Placed cells, one colour a class:
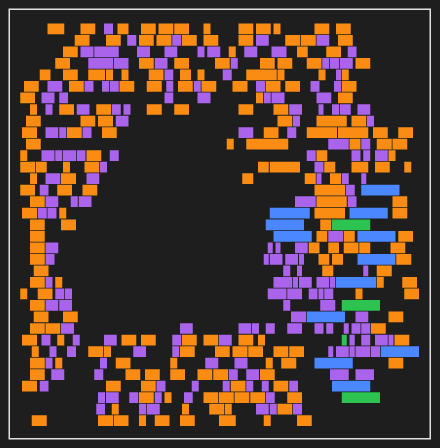
Congestion heat map:
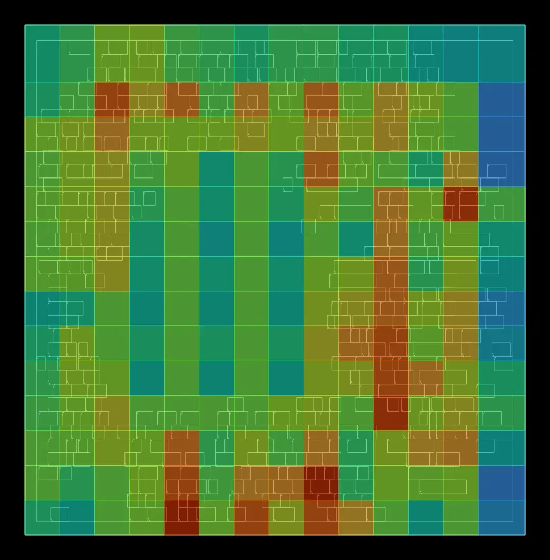
Cell density map:
The die is cut into 10 by 10 equal tiles; black is low, pale yellow is high, 0 to 100% covered.
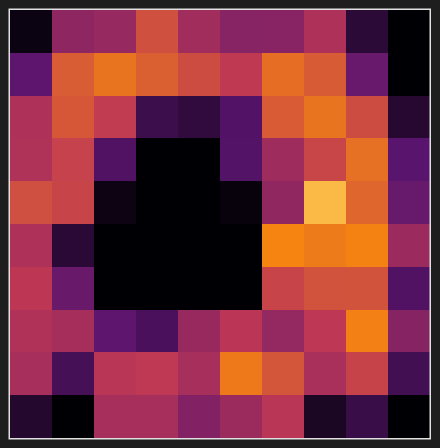
[config.mk]
export PLATFORM = sky130hd
export DESIGN_NAME = gam_node_mem_arbiter_flat
export DESIGN_NICKNAME = d
export VERILOG_FILES = /design/src/rtl/gam_node_mem_arbiter_pkg.sv /design/src/rtl/gam_node_mem_arbiter_if.sv /design/src/rtl/gam_arb_pick.sv /design/src/rtl/gam_node_mem_arbiter.sv /design/src/flat_wrapper.sv
export SDC_FILE = /design/constraint.sdc
export NUM_CORES = 1
export LEC_CHECK = 0
export CAP_MARGIN = 20
export CORE_AREA = 2 2 97 99
export CTS_BUF_LIST = sky130_fd_sc_hd__clkbuf_16
export CTS_CLUSTER_SIZE = 12
export DETAILED_ROUTE_END_ITERATION = 10
export DIE_AREA = 0 0 99 101
export PLACE_DENSITY_LB_ADDON = 0.25
export SLEW_MARGIN = 10
export SYNTH_ARGS = -nofsm -noshare
export SYNTH_HDL_FRONTEND = slang
export SYNTH_SLANG_ARGS = --single-unit
[constraint.sdc]
create_clock -name clk -period 2.7 [get_ports clk]
set_clock_uncertainty 0.2 [all_clocks]
set_input_delay 0.54 -clock clk [delete_from_list [all_inputs] [get_ports clk]]
set_output_delay 0.54 -clock clk [all_outputs]
set_load 0.02 [all_outputs]
[src/rtl/gam_node_mem_arbiter_pkg.sv]
// Shared types for the GAM node memory arbiter: memory command, arbiter state
// and requester index constants.
package gam_node_mem_arbiter_pkg;

    typedef enum logic {
        READ  = 1'b0,
        WRITE = 1'b1
    } RD_WR_T;

    typedef enum logic {
        ARB_IDLE  = 1'b0,
        ARB_GRANT = 1'b1
    } ARB_STATE_T;

    localparam int REQ_ML   = 0;
    localparam int REQ_AL   = 1;
    localparam int REQ_HOST = 2;

endpackage

[src/rtl/gam_node_mem_arbiter_if.sv]
// Requester and memory-port bundle for the GAM node memory arbiter.
interface gam_node_mem_arbiter_if
    import gam_node_mem_arbiter_pkg::*;
#(
    parameter int N_REQ  = 3,
    parameter int ADDR_W = 8,
    parameter int DATA_W = 32
);
    // Handshake: requester i holds req[i] (with rd_wr/addr/wdata stable) until it
    // sees gnt[i]; the access happens in every gnt[i] cycle where req[i] is high.
    // lock[i] keeps the grant across cycles; read data returns with rvalid[i].
    logic [N_REQ-1:0]             req;
    logic [N_REQ-1:0]             lock;
    logic [N_REQ-1:0]             rd_wr;
    logic [N_REQ-1:0][ADDR_W-1:0] addr;
    logic [N_REQ-1:0][DATA_W-1:0] wdata;
    logic [N_REQ-1:0]             gnt;
    logic [N_REQ-1:0]             rvalid;
    logic [DATA_W-1:0]            rdata;

    logic                         mem_en;
    RD_WR_T                       mem_rd_wr;
    logic [ADDR_W-1:0]            mem_addr;
    logic [DATA_W-1:0]            mem_wdata;
    logic [DATA_W-1:0]            mem_rdata;

    modport slave (
        input  req, lock, rd_wr, addr, wdata, mem_rdata,
        output gnt, rvalid, rdata, mem_en, mem_rd_wr, mem_addr, mem_wdata
    );

    modport master (
        output req, lock, rd_wr, addr, wdata, mem_rdata,
        input  gnt, rvalid, rdata, mem_en, mem_rd_wr, mem_addr, mem_wdata
    );
endinterface

[src/rtl/gam_arb_pick.sv]
// Combinational winner selection; fixed priority (index 0 highest) by default,
// round-robin starting at ptr when GAM_ARB_RR_EN is defined.
module gam_arb_pick #(
    parameter int N_REQ = 3,
    parameter int IDX_W = (N_REQ > 1) ? $clog2(N_REQ) : 1
) (
    input  logic [N_REQ-1:0] req,
    input  logic [N_REQ-1:0] excl,
`ifdef GAM_ARB_RR_EN
    input  logic [IDX_W-1:0] ptr,
`endif
    output logic [N_REQ-1:0] win,
    output logic             valid
);
    logic [N_REQ-1:0] cand;

    assign cand = req & ~excl;

    always_comb begin
        int k;
        win   = '0;
        valid = 1'b0;
        k     = 0;
        for (int i = 0; i < N_REQ; i++) begin
`ifdef GAM_ARB_RR_EN
            k = (int'(ptr) + i) % N_REQ;
`else
            k = i;
`endif
            if (!valid && cand[k]) begin
                win[k] = 1'b1;
                valid  = 1'b1;
            end
        end
    end
endmodule

[src/rtl/gam_node_mem_arbiter.sv]
// Single-port GAM node memory arbiter with locked bursts and a burst cap.
// GAM_ARB_RR_EN selects round-robin picking instead of fixed priority.
module gam_node_mem_arbiter
    import gam_node_mem_arbiter_pkg::*;
#(
    parameter int N_REQ     = 3,
    parameter int ADDR_W    = 8,
    parameter int DATA_W    = 32,
    parameter int MAX_BURST = 16
) (
    input  logic                    clk,
    input  logic                    reset,
    gam_node_mem_arbiter_if.slave   bus,
    output ARB_STATE_T              dbg_state,
    output logic [4:0]              dbg_burst_cnt
);
    localparam int IDX_W = (N_REQ > 1) ? $clog2(N_REQ) : 1;

    ARB_STATE_T        state_q, state_d;
    logic [N_REQ-1:0]  gnt_q, gnt_d;
    logic [4:0]        burst_q, burst_d;
    logic [N_REQ-1:0]  rvalid_q, rvalid_d;

    logic              owner_req, owner_lock, others_req, at_cap, keep;
    logic [N_REQ-1:0]  excl, pick_win;
    logic              pick_valid;
    logic              mem_en;
    RD_WR_T            m_rd_wr;
    logic [ADDR_W-1:0] m_addr;
    logic [DATA_W-1:0] m_wdata;

`ifdef GAM_ARB_RR_EN
    logic [IDX_W-1:0]  rr_ptr_q, rr_ptr_d;
`endif

    // gnt_q is the one-hot owner; it is all-zero exactly when IDLE.
    always_comb begin
        owner_req  = |(bus.req & gnt_q);
        owner_lock = |(bus.lock & gnt_q);
        others_req = |(bus.req & ~gnt_q);
        at_cap     = burst_q >= 5'(MAX_BURST - 1);
        keep       = (state_q == ARB_GRANT) && owner_req && owner_lock
                     && !(at_cap && others_req);
        excl       = ((state_q == ARB_GRANT) && owner_req && owner_lock && !keep)
                     ? gnt_q : '0;
    end

    gam_arb_pick #(.N_REQ(N_REQ), .IDX_W(IDX_W)) u_pick (
        .req   (bus.req),
        .excl  (excl),
`ifdef GAM_ARB_RR_EN
        .ptr   (rr_ptr_q),
`endif
        .win   (pick_win),
        .valid (pick_valid)
    );

    always_comb begin
        state_d = state_q;
        gnt_d   = gnt_q;
        burst_d = burst_q;
        if (keep) begin
            if (burst_q < 5'(MAX_BURST)) burst_d = burst_q + 5'd1;
        end else if (pick_valid) begin
            state_d = ARB_GRANT;
            gnt_d   = pick_win;
            burst_d = '0;
        end else begin
            state_d = ARB_IDLE;
            gnt_d   = '0;
            burst_d = '0;
        end
    end

    always_comb begin
        mem_en  = (state_q == ARB_GRANT) && owner_req;
        m_rd_wr = READ;
        m_addr  = '0;
        m_wdata = '0;
        if (mem_en) begin
            for (int i = 0; i < N_REQ; i++) begin
                if (gnt_q[i]) begin
                    m_rd_wr = RD_WR_T'(bus.rd_wr[i]);
                    m_addr  = bus.addr[i];
                    m_wdata = bus.wdata[i];
                end
            end
        end
        rvalid_d = (mem_en && m_rd_wr == READ) ? gnt_q : '0;
    end

    always_ff @(posedge clk or negedge reset) begin
        if (!reset) begin
            state_q  <= ARB_IDLE;
            gnt_q    <= '0;
            burst_q  <= '0;
            rvalid_q <= '0;
        end else begin
            state_q  <= state_d;
            gnt_q    <= gnt_d;
            burst_q  <= burst_d;
            rvalid_q <= rvalid_d;
        end
    end

`ifdef GAM_ARB_RR_EN
    always_comb begin
        rr_ptr_d = rr_ptr_q;
        if (!keep && pick_valid) begin
            for (int i = 0; i < N_REQ; i++) begin
                if (pick_win[i]) rr_ptr_d = IDX_W'((i + 1) % N_REQ);
            end
        end
    end

    always_ff @(posedge clk or negedge reset) begin
        if (!reset) rr_ptr_q <= '0;
        else        rr_ptr_q <= rr_ptr_d;
    end
`endif

    assign bus.gnt       = gnt_q;
    assign bus.rvalid    = rvalid_q;
    assign bus.rdata     = bus.mem_rdata;
    assign bus.mem_en    = mem_en;
    assign bus.mem_rd_wr = m_rd_wr;
    assign bus.mem_addr  = m_addr;
    assign bus.mem_wdata = m_wdata;
    assign dbg_state     = state_q;
    assign dbg_burst_cnt = burst_q;
endmodule

[src/flat_wrapper.sv]
// flat-port wrapper written by rule: the top's interface ports become plain ports
module gam_node_mem_arbiter_flat import gam_node_mem_arbiter_pkg::*;
#(
    parameter int N_REQ     = 3,
    parameter int ADDR_W    = 8,
    parameter int DATA_W    = 32,
    parameter int MAX_BURST = 16
)
  (clk, reset, dbg_state, dbg_burst_cnt, bus_req, bus_lock, bus_rd_wr, bus_addr, bus_wdata, bus_mem_rdata, bus_gnt, bus_rvalid, bus_rdata, bus_mem_en, bus_mem_rd_wr, bus_mem_addr, bus_mem_wdata);
  gam_node_mem_arbiter_if #(.N_REQ(N_REQ), .ADDR_W(ADDR_W), .DATA_W(DATA_W)) bus_i ();
  input  logic clk;
  input  logic reset;
  output ARB_STATE_T dbg_state;
  output logic [4:0] dbg_burst_cnt;
  input wire logic [$bits(bus_i.req)-1:0] bus_req;
  input wire logic [$bits(bus_i.lock)-1:0] bus_lock;
  input wire logic [$bits(bus_i.rd_wr)-1:0] bus_rd_wr;
  input wire logic [$bits(bus_i.addr)-1:0] bus_addr;
  input wire logic [$bits(bus_i.wdata)-1:0] bus_wdata;
  input wire logic [$bits(bus_i.mem_rdata)-1:0] bus_mem_rdata;
  output wire logic [$bits(bus_i.gnt)-1:0] bus_gnt;
  output wire logic [$bits(bus_i.rvalid)-1:0] bus_rvalid;
  output wire logic [$bits(bus_i.rdata)-1:0] bus_rdata;
  output wire logic [$bits(bus_i.mem_en)-1:0] bus_mem_en;
  output wire logic [$bits(bus_i.mem_rd_wr)-1:0] bus_mem_rd_wr;
  output wire logic [$bits(bus_i.mem_addr)-1:0] bus_mem_addr;
  output wire logic [$bits(bus_i.mem_wdata)-1:0] bus_mem_wdata;
  assign bus_i.req = bus_req;
  assign bus_i.lock = bus_lock;
  assign bus_i.rd_wr = bus_rd_wr;
  assign bus_i.addr = bus_addr;
  assign bus_i.wdata = bus_wdata;
  assign bus_i.mem_rdata = bus_mem_rdata;
  assign bus_gnt = bus_i.gnt;
  assign bus_rvalid = bus_i.rvalid;
  assign bus_rdata = bus_i.rdata;
  assign bus_mem_en = bus_i.mem_en;
  assign bus_mem_rd_wr = bus_i.mem_rd_wr;
  assign bus_mem_addr = bus_i.mem_addr;
  assign bus_mem_wdata = bus_i.mem_wdata;
  gam_node_mem_arbiter #(.N_REQ(N_REQ), .ADDR_W(ADDR_W), .DATA_W(DATA_W), .MAX_BURST(MAX_BURST)) u_core (.clk(clk), .reset(reset), .bus(bus_i), .dbg_state(dbg_state), .dbg_burst_cnt(dbg_burst_cnt));
endmodule
==> results.sh <==
# source this file to load flow results
export IMPL_reg2reg_depth=6
export IMPL_vias=2485
export IMPL_topCellsByArea="a221oi_1 19%, dfrtp_1 17%, buf_4 15%"
export IMPL_power_frac_seq_pct=13.4
export IMPL_enable_flop_cells=0
export IMPL_synthTopCellsByCount="41 x nor2b_1, 40 x nor3_1, 39 x a221oi_1"
export IMPL_power_switching_uw=602
export IMPL_synth_nets=407
export IMPL_startpoint_type="input port"
export IMPL_synthArstFlopShare_pct=100
export IMPL_ys_area_sq_um=1810
export IMPL_route_met3_wl_microns=586
export IMPL_grt_ovfl_total=0
export IMPL_area_delta_synth_final_pct=104
export IMPL_path_class="input port to output pin"
export IMPL_drive_above_1_share_pct=21.6
export IMPL_cts_tree="built"
export IMPL_die_h_microns=101
export IMPL_finalCriticalPeriod_ns=2.62
export IMPL_grt_use_met1_pct=17.8
export IMPL_lay_top_cells="139 x clkdlybuf4s50_1, 40 x nor2b_1, 39 x a221oi_1"
export IMPL_numCtsBuffers=3
export IMPL_tightest_slew_ns=0.545
export IMPL_worstSetupEndpointType="output pin"
export IMPL_status="complete, no violations"
export IMPL_grt_pass1_wl_microns=12600
export IMPL_fin_tns_setup_ns=0
export IMPL_rsz0062_at_grt="yes"
export IMPL_clk_pin_slew_worst_paths_ns=0.04
export IMPL_cp_data_arrival_time_ns=1.88
export IMPL_setup_violations=0
export IMPL_detail_route_antenna_nets=0
export IMPL_fillCellCount=931
export IMPL_p_total_mw=1.55
export IMPL_first_iter_violations=89
export IMPL_r2r_start="u_core.bus.gnt[2]"
export IMPL_ys_flops=12
export IMPL_internal_power_uw=949
export IMPL_hold_viol_final=0
export IMPL_flop_area_sq_um=303
export IMPL_clk_root_buffer_cell="clkbuf_16"
export IMPL_clock_path_buffers=2
export IMPL_final_cells=510
export IMPL_slew_headroom_pct=63.6
export IMPL_hold_buffers=0
export IMPL_syn_avg_cell_area_sq_um=7.50
export IMPL_htreeDepth=1
export IMPL_lay_top_count="clkdlybuf4s50_1"
export IMPL_crit_required_ns=1.96
export IMPL_wl_met2_microns=4360
export IMPL_die_area_sq_um=10000
export IMPL_topRoutingLayerUsed="met4"
export IMPL_p_clk_share_pct=17.6
export IMPL_sw_frac_of_total_pct=38.8
export IMPL_hp_class="flop to flop"
export IMPL_top_area_share_pct=18.8
export IMPL_diodes=0
About 'placed cells, one colour a class':
legend:
  all other logic:
    colour: purple
    cells: 174
  clock drivers and dummy loads:
    colour: green
    cells: 4
  other buffers and delay cells:
    colour: orange
    cells: 209
  flip-flops:
    colour: blue
    cells: 12
Seq/total area: 8.17%
fin util: 41.3%

About 'congestion heat map':
met3 usage: 2.91%
GR peak layer: met2
grt met2 use: 27.8%
total track usage: 15.2%
wire per inst: 16.2 microns

About 'cell density map':
fullest tile: 85%
nearly empty tiles: 16%
densest ninth of the die: right middle
tiles over 75% full: 1.0%
FP Util: 20.2%
Core Region: 8980 sq um

-- logic make-up after synthesis --
group / count (synthesis) / synth area share, %
simple gates: 106 / 32.3
buf+inv: 62 / 20.9
compound gates: 56 / 26.8
flops: 12 / 16.6
xor+xnor: 3 / 1.45
fa+ha+maj: 2 / 1.38
mux: 1 / 0.552
-- metrics by stage --
step	area, sq um	setup WS (ns)	hold WS, ns
final	3710	0.0835	0.403
after global routing	3710	-0.0206	0.462
after CTS	3710	0.0202	0.409
after detailed placement	3640	-0.486	0.410
after global placement	3640	-0.471	0.365
after floorplan	1810	0.197	0.0444
-- worst max-delay path, stage by stage --
cell and delay [ns]:
clkdlybuf4s15_1 0.20, a222oi_1 0.34, nand2b_4 0.23, buf_12 0.12, buf_12 0.11, buf_12 0.12
nor3_2 0.05, buf_4 0.16
-- cell type report --
cell class	count	area share [%]
Sequential cell	12	8.17
Multi-Input combinational cell	168	32.3
Inverter	6	0.607
Tap cell	111	3.75
Clock inverter	1	0.101
Clock buffer	3	2.02
Timing Repair Buffer	209	53.1
-- registers in the layout, summed over array words and instances (netlist names) --
signal and flops:
u_core.bus.gnt 3, u_core.dbg_burst_cnt 5, u_core.bus.rvalid 3, u_core.dbg_state 1
-- power groups by stage --
stage,Sequential (mW),Combinational [mW],Clock [mW]
6_report,0.208,1.07,0.273
5_1_grt,0.210,1.15,0.290
4_1_cts,0.209,1.08,0.282
3_5_place_dp,0.211,1.04,0
3_3_place_gp,0.211,1.04,0
2_1_floorplan,0.224,0.553,0
-- what timing repair did --
item,4_1_cts,5_1_grt
pin swaps,1,1
cloned,3,0
gates resized,213,26
setup endpoints to repair,42,26
buffers inserted,4,2
No activity file was given, so power comes from the tool's default toggle rates.
